[src/rtl/set_associative_cache.sv]
// N-way set-associative, write-through, no-write-allocate cache with true-LRU replacement.
// Latency: read hit responds 2 cycles after acceptance; miss/write responds 1 cycle after mem_ack_i.
// Backpressure: one request in flight; req_ready_o is high only in IDLE, memory request held until ack.
module set_associative_cache #(
    parameter int DATA_WIDTH = 32,
    parameter int ADDR_WIDTH = 32,
    parameter int WAYS       = 2,
    parameter int SETS       = 8
) (
    input  logic                  clk,
    input  logic                  rst,
    input  logic                  req_valid_i,
    output logic                  req_ready_o,
    input  logic                  req_we_i,
    input  logic [ADDR_WIDTH-1:0] addressWord_i,
    input  logic [DATA_WIDTH-1:0] dataWord_i,
    output logic                  rsp_valid_o,
    output logic [DATA_WIDTH-1:0] dataWord_o,
    output logic                  hit_o,
    output logic                  mem_req_o,
    output logic                  mem_we_o,
    output logic [ADDR_WIDTH-1:0] mem_addr_o,
    output logic [DATA_WIDTH-1:0] mem_wdata_o,
    input  logic                  mem_ack_i,
    input  logic [DATA_WIDTH-1:0] mem_rdata_i
);

    localparam int IW = $clog2(SETS);
    localparam int WW = $clog2(WAYS);
    localparam int AW = ADDR_WIDTH - 2;   // word address width
    localparam int TW = AW - IW;          // tag width

    typedef enum logic [1:0] {
        S_IDLE   = 2'd0,
        S_LOOKUP = 2'd1,
        S_MEM    = 2'd2,
        S_RESP   = 2'd3
    } state_t;

    state_t                state_q;
    logic [AW-1:0]         addr_q;
    logic [DATA_WIDTH-1:0] wdata_q;
    logic                  we_q;
    logic                  hit_q;
    logic [DATA_WIDTH-1:0] rdata_q;

    logic                  valid_q [SETS][WAYS];
    logic [TW-1:0]         tag_q   [SETS][WAYS];
    logic [DATA_WIDTH-1:0] data_q  [SETS][WAYS];
    logic [WW-1:0]         age_q   [SETS][WAYS];

    // Byte-offset bits carry no information for a word-per-line cache.
    logic unused_byte_offset;
    assign unused_byte_offset = ^addressWord_i[1:0];

    logic [IW-1:0] idx;
    logic [TW-1:0] tag_l;
    assign idx   = addr_q[IW-1:0];
    assign tag_l = addr_q[AW-1:IW];

    logic          lk_hit;
    logic [WW-1:0] lk_way;
    logic          vic_inv;
    logic [WW-1:0] vic_way;
    logic [WW-1:0] tch_way;
    logic [WW-1:0] age_nxt [WAYS];

    // Tag match across the indexed set, and victim choice: lowest invalid way, else the oldest.
    always_comb begin
        lk_hit  = 1'b0;
        lk_way  = '0;
        vic_inv = 1'b0;
        vic_way = '0;
        for (int w = 0; w < WAYS; w++) begin
            if (!lk_hit && valid_q[idx][w] && (tag_q[idx][w] == tag_l)) begin
                lk_hit = 1'b1;
                lk_way = WW'(w);
            end
        end
        for (int w = 0; w < WAYS; w++) begin
            if (!vic_inv && !valid_q[idx][w]) begin
                vic_inv = 1'b1;
                vic_way = WW'(w);
            end
        end
        if (!vic_inv) begin
            for (int w = 0; w < WAYS; w++) begin
                if (age_q[idx][w] == WW'(WAYS - 1)) begin
                    vic_way = WW'(w);
                end
            end
        end
    end

    // Ages of the indexed set after touching the hit way (LOOKUP) or the victim (MEM fill).
    always_comb begin
        tch_way = (state_q == S_MEM) ? vic_way : lk_way;
        for (int w = 0; w < WAYS; w++) begin
            age_nxt[w] = age_q[idx][w];
            if (age_q[idx][w] < age_q[idx][tch_way]) begin
                age_nxt[w] = age_q[idx][w] + 1'b1;
            end
        end
        age_nxt[tch_way] = '0;
    end

    // Request FSM plus line storage and LRU updates.
    always_ff @(posedge clk) begin
        if (rst) begin
            state_q <= S_IDLE;
            addr_q  <= '0;
            wdata_q <= '0;
            we_q    <= 1'b0;
            hit_q   <= 1'b0;
            rdata_q <= '0;
            for (int s = 0; s < SETS; s++) begin
                for (int w = 0; w < WAYS; w++) begin
                    valid_q[s][w] <= 1'b0;
                    age_q[s][w]   <= WW'(w);
                end
            end
        end else begin
            case (state_q)
                S_IDLE: begin
                    if (req_valid_i) begin
                        addr_q  <= addressWord_i[ADDR_WIDTH-1:2];
                        wdata_q <= dataWord_i;
                        we_q    <= req_we_i;
                        state_q <= S_LOOKUP;
                    end
                end
                S_LOOKUP: begin
                    hit_q <= lk_hit;
                    if (lk_hit) begin
                        if (we_q) begin
                            data_q[idx][lk_way] <= wdata_q;
                        end else begin
                            rdata_q <= data_q[idx][lk_way];
                        end
                        for (int w = 0; w < WAYS; w++) begin
                            age_q[idx][w] <= age_nxt[w];
                        end
                    end
                    // Writes always go through to memory; only read hits skip it.
                    state_q <= (lk_hit && !we_q) ? S_RESP : S_MEM;
                end
                S_MEM: begin
                    if (mem_ack_i) begin
                        if (!we_q) begin
                            valid_q[idx][vic_way] <= 1'b1;
                            tag_q[idx][vic_way]   <= tag_l;
                            data_q[idx][vic_way]  <= mem_rdata_i;
                            rdata_q               <= mem_rdata_i;
                            for (int w = 0; w < WAYS; w++) begin
                                age_q[idx][w] <= age_nxt[w];
                            end
                        end
                        state_q <= S_RESP;
                    end
                end
                default: begin
                    state_q <= S_IDLE;
                end
            endcase
        end
    end

    assign req_ready_o = (state_q == S_IDLE);
    assign rsp_valid_o = (state_q == S_RESP);
    assign mem_req_o   = (state_q == S_MEM);
    assign mem_we_o    = (state_q == S_MEM) && we_q;
    assign mem_addr_o  = {addr_q, 2'b00};
    assign mem_wdata_o = wdata_q;
    assign dataWord_o  = rdata_q;
    assign hit_o       = hit_q;

endmodule

[config.mk]
export PLATFORM = sky130hd
export DESIGN_NAME = set_associative_cache
export DESIGN_NICKNAME = d
export VERILOG_FILES = /design/src/rtl/set_associative_cache.sv
export SDC_FILE = /design/constraint.sdc
export NUM_CORES = 1
export LEC_CHECK = 0
export CORE_UTILIZATION = 45
export DETAILED_ROUTE_END_ITERATION = 10
export PLACE_DENSITY = 0.72
export SETUP_SLACK_MARGIN = 0.1
export SYNTH_ARGS = -nofsm -noshare
export SYNTH_HDL_FRONTEND = slang
export SYNTH_SLANG_ARGS = --single-unit
[constraint.sdc]
create_clock -name clk -period 5.1 [get_ports clk]
set_input_delay 1.02 -clock clk [delete_from_list [all_inputs] [get_ports clk]]
set_output_delay 1.02 -clock clk [all_outputs]
set_load 0.005 [all_outputs]
**Run 1: selected gate families**

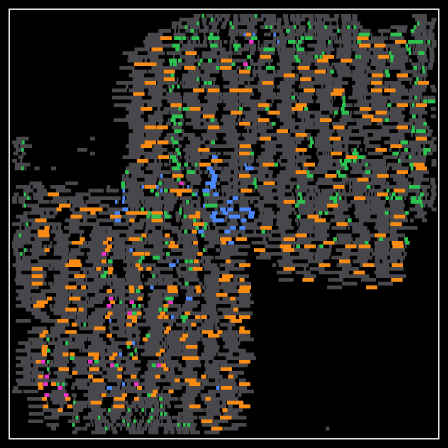
| family | colour | cells |
|---|---|---|
| mux cells | orange | 325 |
| nor cells | blue | 65 |
| non-inverting ao/oa cells | magenta | 19 |
| aoi and oai cells | green | 330 |

**Run 1: the clock network**

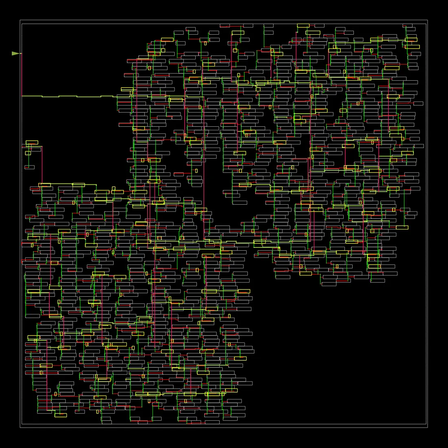
clock latency at the later pin of the worst-skew pair: 710 ps
tally of clock buffers in the finished layout: 133
cts bufs inserted: 105
clock sinks: 1077
total clock network power: 0.00771 W

==> GITHUB_STEP_SUMMARY, run 1 <==
### Yosys + OpenROAD results

| Metric | Value |
|---|---|
| Run status | `completed` |
| DRC violations left | `0` |
| Total internal power | `0.0164 W` |
| Final setup viols | `0` |
| Upper clock frequency limit | `0.206 GHz` |
| Master cell of the clock root buffer | `sky130_fd_sc_hd__clkbuf_16` |
| Register area share after synthesis | `0.716` |
| # rows | `113` |
| Most used logic cell in the final layout | `sky130_fd_sc_hd__edfxtp_1` |
| Number of cells in the yosys synthesis report | `2616` |
| Number of setup buffers added after CTS | `1` |
| Ratio of routed vias to standard cells | `5.86` |
| Total congestion overflow | `0` |
| Worst slew margin relative to its limit | `0.175` |
| Floorplan-stage core utilization | `0.456` |
| Core area | `95400 um^2` |
| Number of vias after detailed routing | `24694` |
| Final RePlAce weighted congestion | `0.791` |
| I/O pin count | `202` |
| DIE AREA | `98000 um^2` |
| Inst Count DP | `4017` |
| Net Sw Frac | `0.277` |
| Worst reg-to-reg path cell count | `14` |
| Sort of element at the start of the critical path | `flip-flop` |
**Run 1: close-up of the layout**

Region (53, 210) to (103, 260) um. Cells in grey, sequential cells in the stronger grey; small squares are vias.
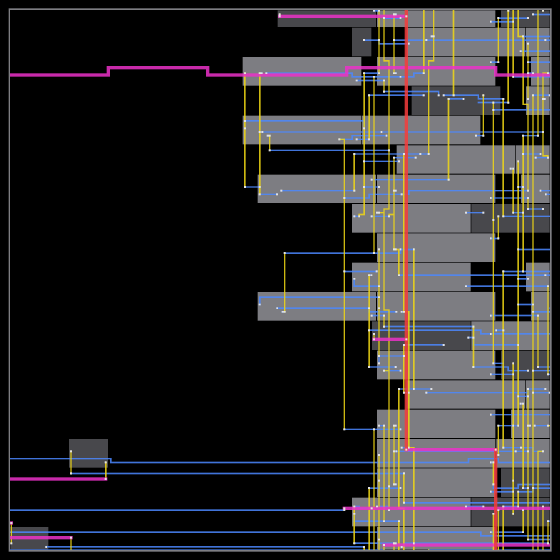
| layer | colour |
|---|---|
| M4 | red |
| M3 | magenta |
| M2 | yellow |
| M1 | blue |
cells with their middle in the window: 33
netlist names of flops here include: `data_q` (22)
sequential cells in the window: 22
most frequent: edfxtp_1 (22), mux4_2 (6)

==> run 1: flip-flops by register name, indices dropped and copies added (netlist names), named ones only <==
register	cells
mem_wdata_o	32
tag_q	432
data_q	512
hit_o	1
addr_q	30
age_q	16
state_q	2
dataWord_o	32
we_q	1
valid_q	16
==> run 1: critical path: stages (launching register included) <==
cell and delay (ps):
sky130_fd_sc_hd__dfxtp_4 640, sky130_fd_sc_hd__buf_4 410, sky130_fd_sc_hd__buf_4 250, sky130_fd_sc_hd__mux4_2 500, sky130_fd_sc_hd__mux2i_1 190, sky130_fd_sc_hd__xor2_1 170
sky130_fd_sc_hd__nand2_1 80, sky130_fd_sc_hd__nor4_1 540, sky130_fd_sc_hd__buf_4 230, sky130_fd_sc_hd__nand4b_1 210, sky130_fd_sc_hd__a211oi_2 450, sky130_fd_sc_hd__a31oi_2 150
sky130_fd_sc_hd__buf_4 250, sky130_fd_sc_hd__nor2_4 170, sky130_fd_sc_hd__buf_12 250
==> run 1: cell families after synthesis <==
logic type | count (synthesis) | synth area share
AND/OR/NAND/NOR | 585 | 0.0592
adder cells (fa/ha/maj) | 5 | 0.00144
other | 1 | 0.0000861
multiplexers | 325 | 0.131
buffers and inverters | 229 | 0.0253
flip-flops | 1077 | 0.716
XOR/XNOR | 45 | 0.00905
AND-OR/OR-AND | 349 | 0.0577
==> run 1: synthesized netlist by cell type (all sizes together) (2+ instances only) <==
master / number
nor2: 43
a22o: 17
nand4: 8
o22ai: 23
a211oi: 67
or3b: 2
xnor2: 2
a31oi: 3
edfxtp: 959
a221oi: 43
buf: 78
o21ai: 8
inv: 52
nor4: 6
and2: 6
dfxtp: 118
a22oi: 13
xor2: 43
nand3: 3
o21bai: 8
o31ai: 32
or2: 2
nand3b: 3
clkbuf: 98
mux2i: 114
and4: 3
ha: 5
nor2b: 6
or3: 14
nand2b: 70
and3: 3
mux2: 15
a21oi: 131
mux4: 196
nand2: 402
nor3: 9
==> run 1: final cells by class <==
| type | count | share of cell area |
|---|---|---|
| Sequential cell | 1077 | 0.610 |
| Multi-Input combinational cell | 1311 | 0.226 |
| Timing Repair Buffer | 312 | 0.0615 |
| Clock buffer | 133 | 0.0542 |
| Tap cell | 1265 | 0.0310 |
| Clock inverter | 65 | 0.0138 |
| Inverter | 53 | 0.00389 |
==> run 1: metal layers <==
layer | share of wire | track usage
met5 | 0.00032 | 0
met4 | 0.030 | 0.0739
met3 | 0.091 | 0.0504
met2 | 0.49 | 0.367
met1 | 0.39 | 0.294
==> run 1: metrics by stage <==
stage	hold slack (ps)	total power (W)	area [um^2]	worst slack (ps)	util
CTS	465	0.0227	51100	208	0.536
global placement	451	0.0149	47600	47.5	0.499
global route	480	0.0234	51100	108	0.536
finish	463	0.0227	51100	248	0.536
floorplan	449	0.0134	43500	374	-
detailed placement	457	0.0151	47600	21.8	0.499
==> run 1: final timing paths <==
| check | start | slack, ps | end |
|---|---|---|---|
| max | flip-flop | 250 | data_q[7][53] |
| min reg2reg | dataWord_o[15] | 460 | dataWord_o[15] |
| max reg2reg | flip-flop | 250 | data_q[7][53] |
| min | dataWord_o[15] | 460 | dataWord_o[15] |
**Run 1: supply network**

Pins as bars on the die edge.
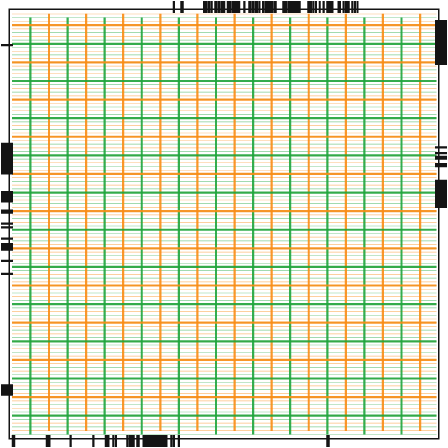

--- run 2 (diff from run 1) ---
- PLACE_DENSITY: 0.72 -> 0.69
- SKIP_CTS_REPAIR_TIMING: not set -> 1
- clock period: 5.1 -> 5.4 ns (I/O delays scaled with it)
**Run 2: supply network**

Pins as bars on the die edge.
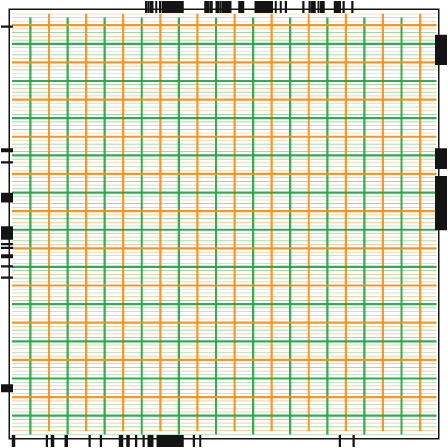
| net | colour |
|---|---|
| VDD | orange |
| VSS | green |
met5 straps: 22
met1 rails: 114

**Run 2: register map, names as in the netlist**

Other sequential cells in the stronger grey, the rest of the logic in the fainter grey.
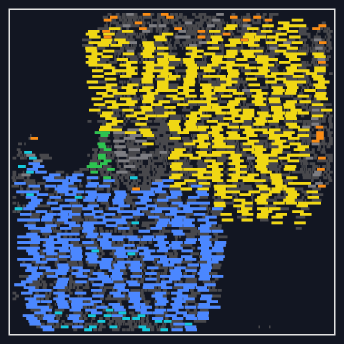
| signal | colour | flops |
|---|---|---|
| `tag_q` | blue | 432 |
| `data_q` | yellow | 512 |
| `valid_q` | green | 16 |
| `mem_wdata_o` | orange | 32 |
| `addr_q` | cyan | 30 |
not coloured: 55

==> run 2 against run 1 <==
Via count down 0.15%. Largest cell class unchanged. Die size stayed put. Design area rose by 0.78%. Routed wire length barely moved. Clock skew decreased by 13 ps.
==> GITHUB_STEP_SUMMARY, run 2 <==
### Yosys + OpenROAD results

| Metric | Value |
|---|---|
| Inst Count DP | `4021` |
| Run status | `completed` |
| Clock latency at the later pin of the worst-skew pair | `700 ps` |
| Terminus of the critical flop-to-flop path | `age_q[3][0]` |
| Ratio of routed vias to standard cells | `5.84` |
| Highest-utilization routing layer at the global route stage | `met2` |
| Net Sw Frac | `0.270` |
| Total power | `0.0220 W` |
| Leading registers by flop count | `data_q: 512 flops, tag_q: 432 flops` |
| Number of vias after detailed routing | `24657` |
| Met1 routing resource usage after global routing | `0.297` |
| Clock Pin Slew Worst Setup and Hold Paths | `60 ps` |
| Total buffers and inverters traversed by the critical path | `2` |
| DIE AREA | `98000 um^2` |
| Core area | `95400 um^2` |
| Critical-path top delay cell | `sky130_fd_sc_hd__buf_4` |
| Slowest cell delay on critical path | `800 ps` |
| Top delay family on crit path | `buffers and inverters` |
| Upper clock frequency limit | `0.205 GHz` |
| Clock sinks | `1077` |
| Number of cells in the yosys synthesis report | `2616` |
| Master cell of the clock root buffer | `sky130_fd_sc_hd__clkbuf_16` |
| Final RePlAce weighted congestion | `0.796` |
| Most common library cells after synthesis | `959 x sky130_fd_sc_hd__edfxtp_1, 402 x sky130_fd_sc_hd__nand2_1, 196 x sky130_fd_sc_hd__mux4_2` |
| Met3 usage | `0.0429` |
| Most used logic cell in the final layout | `sky130_fd_sc_hd__edfxtp_1` |
| Most repeated cell in the gate-level netlist after synthesis | `sky130_fd_sc_hd__edfxtp_1` |
| Hold Crit Start | `dataWord_o[10]` |
| Count of distinct cell types in the synthesized netlist | `56` |
| GR Layer Usage met2 | `0.369` |
| Floorplan-stage core utilization | `0.456` |
| Most numerous cell on the critical path | `sky130_fd_sc_hd__buf_4` |
| CP Cell Sequence | `buf_4 > mux4_2 > mux2i_1 > nor4_1 > nand4_1 > buf_4 > nand3_1 > and3_1 > or3_1` |
| Worst reg-to-reg path cell count | `9` |
| Register area share after synthesis | `0.716` |
**Run 2: the clock network**

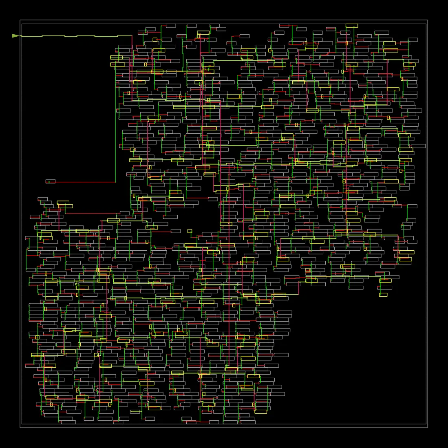
FF+latch count: 1077
worst clock skew: 38.2 ps
cts bufs inserted: 106

[run 2: layout make-up]
class / instances / area, um^2
timing repair buffer: 315 / 3270
clock inverter: 75 / 1010
fill: 7326 / 43900
multi-input combinational: 1311 / 11600
inverter: 53 / 199
tap: 1265 / 1580
sequential: 1077 / 31200
clock buffer: 124 / 2740
[run 2: cell families (layout without fill, tap and decap cells)]
group                      count (synthesis)  in the layout  synth area share
muxes                                    325            325             0.131
DFF                                     1077           1077             0.716
other                                      1              2         0.0000861
adders and majority gates                  5              5           0.00144
AOI/OAI and AO/OA                        349            349            0.0577
buffers and inverters                    229            567            0.0253
and+or+nand+nor                          585            585            0.0592
xor gates and xnor gates                  45             45           0.00905
[run 2: worst reg2reg max path: stages, from the launching register on]
cell	delay, ps
sky130_fd_sc_hd__dfxtp_4	740
sky130_fd_sc_hd__buf_4	820
sky130_fd_sc_hd__mux4_2	630
sky130_fd_sc_hd__mux2i_1	330
sky130_fd_sc_hd__nor4_1	160
sky130_fd_sc_hd__nand4_1	240
sky130_fd_sc_hd__buf_4	760
sky130_fd_sc_hd__nand3_1	220
sky130_fd_sc_hd__and3_1	330
sky130_fd_sc_hd__or3_1	400
[run 2: worst max-delay path by stage]
stage                     startpoint       endpoint  slack [ps]  depth (start not counted)
after floorplan            flip-flop  data_q[7][32]         670                         14
after global placement     flip-flop    age_q[3][0]         540                          9
after detailed placement   flip-flop    age_q[7][0]         420                          9
after CTS                  flip-flop    age_q[3][0]         430                          9
after global routing       flip-flop    age_q[3][0]         220                          9
final                      flip-flop    age_q[3][0]         510                          9
[run 2: through the flow]
step	hold slack (ps)	setup WS [ps]	util	instance area, um^2
after floorplan	449	674	-	43500
after global placement	452	537	0.501	47800
after detailed placement	458	423	0.501	47800
after CTS	467	425	0.540	51500
after global routing	478	220	0.540	51500
final	465	514	0.540	51500
[run 2: power groups by stage]
stage	sequential [W]	combinational, W	clock (W)
after detailed placement	0.0102	0.00411	0
final	0.00998	0.00412	0.00787
after global routing	0.0100	0.00443	0.00827
after floorplan	0.0101	0.00263	0
after CTS	0.00999	0.00414	0.00796
after global placement	0.0101	0.00401	0
[run 2: per-layer routing]
layer	wire, um	share of wire
met5	13	0.00012
met4	3750	0.034
met3	8930	0.082
met2	53400	0.49
met1	43100	0.39
No activity file was given, so power comes from the tool's default toggle rates.
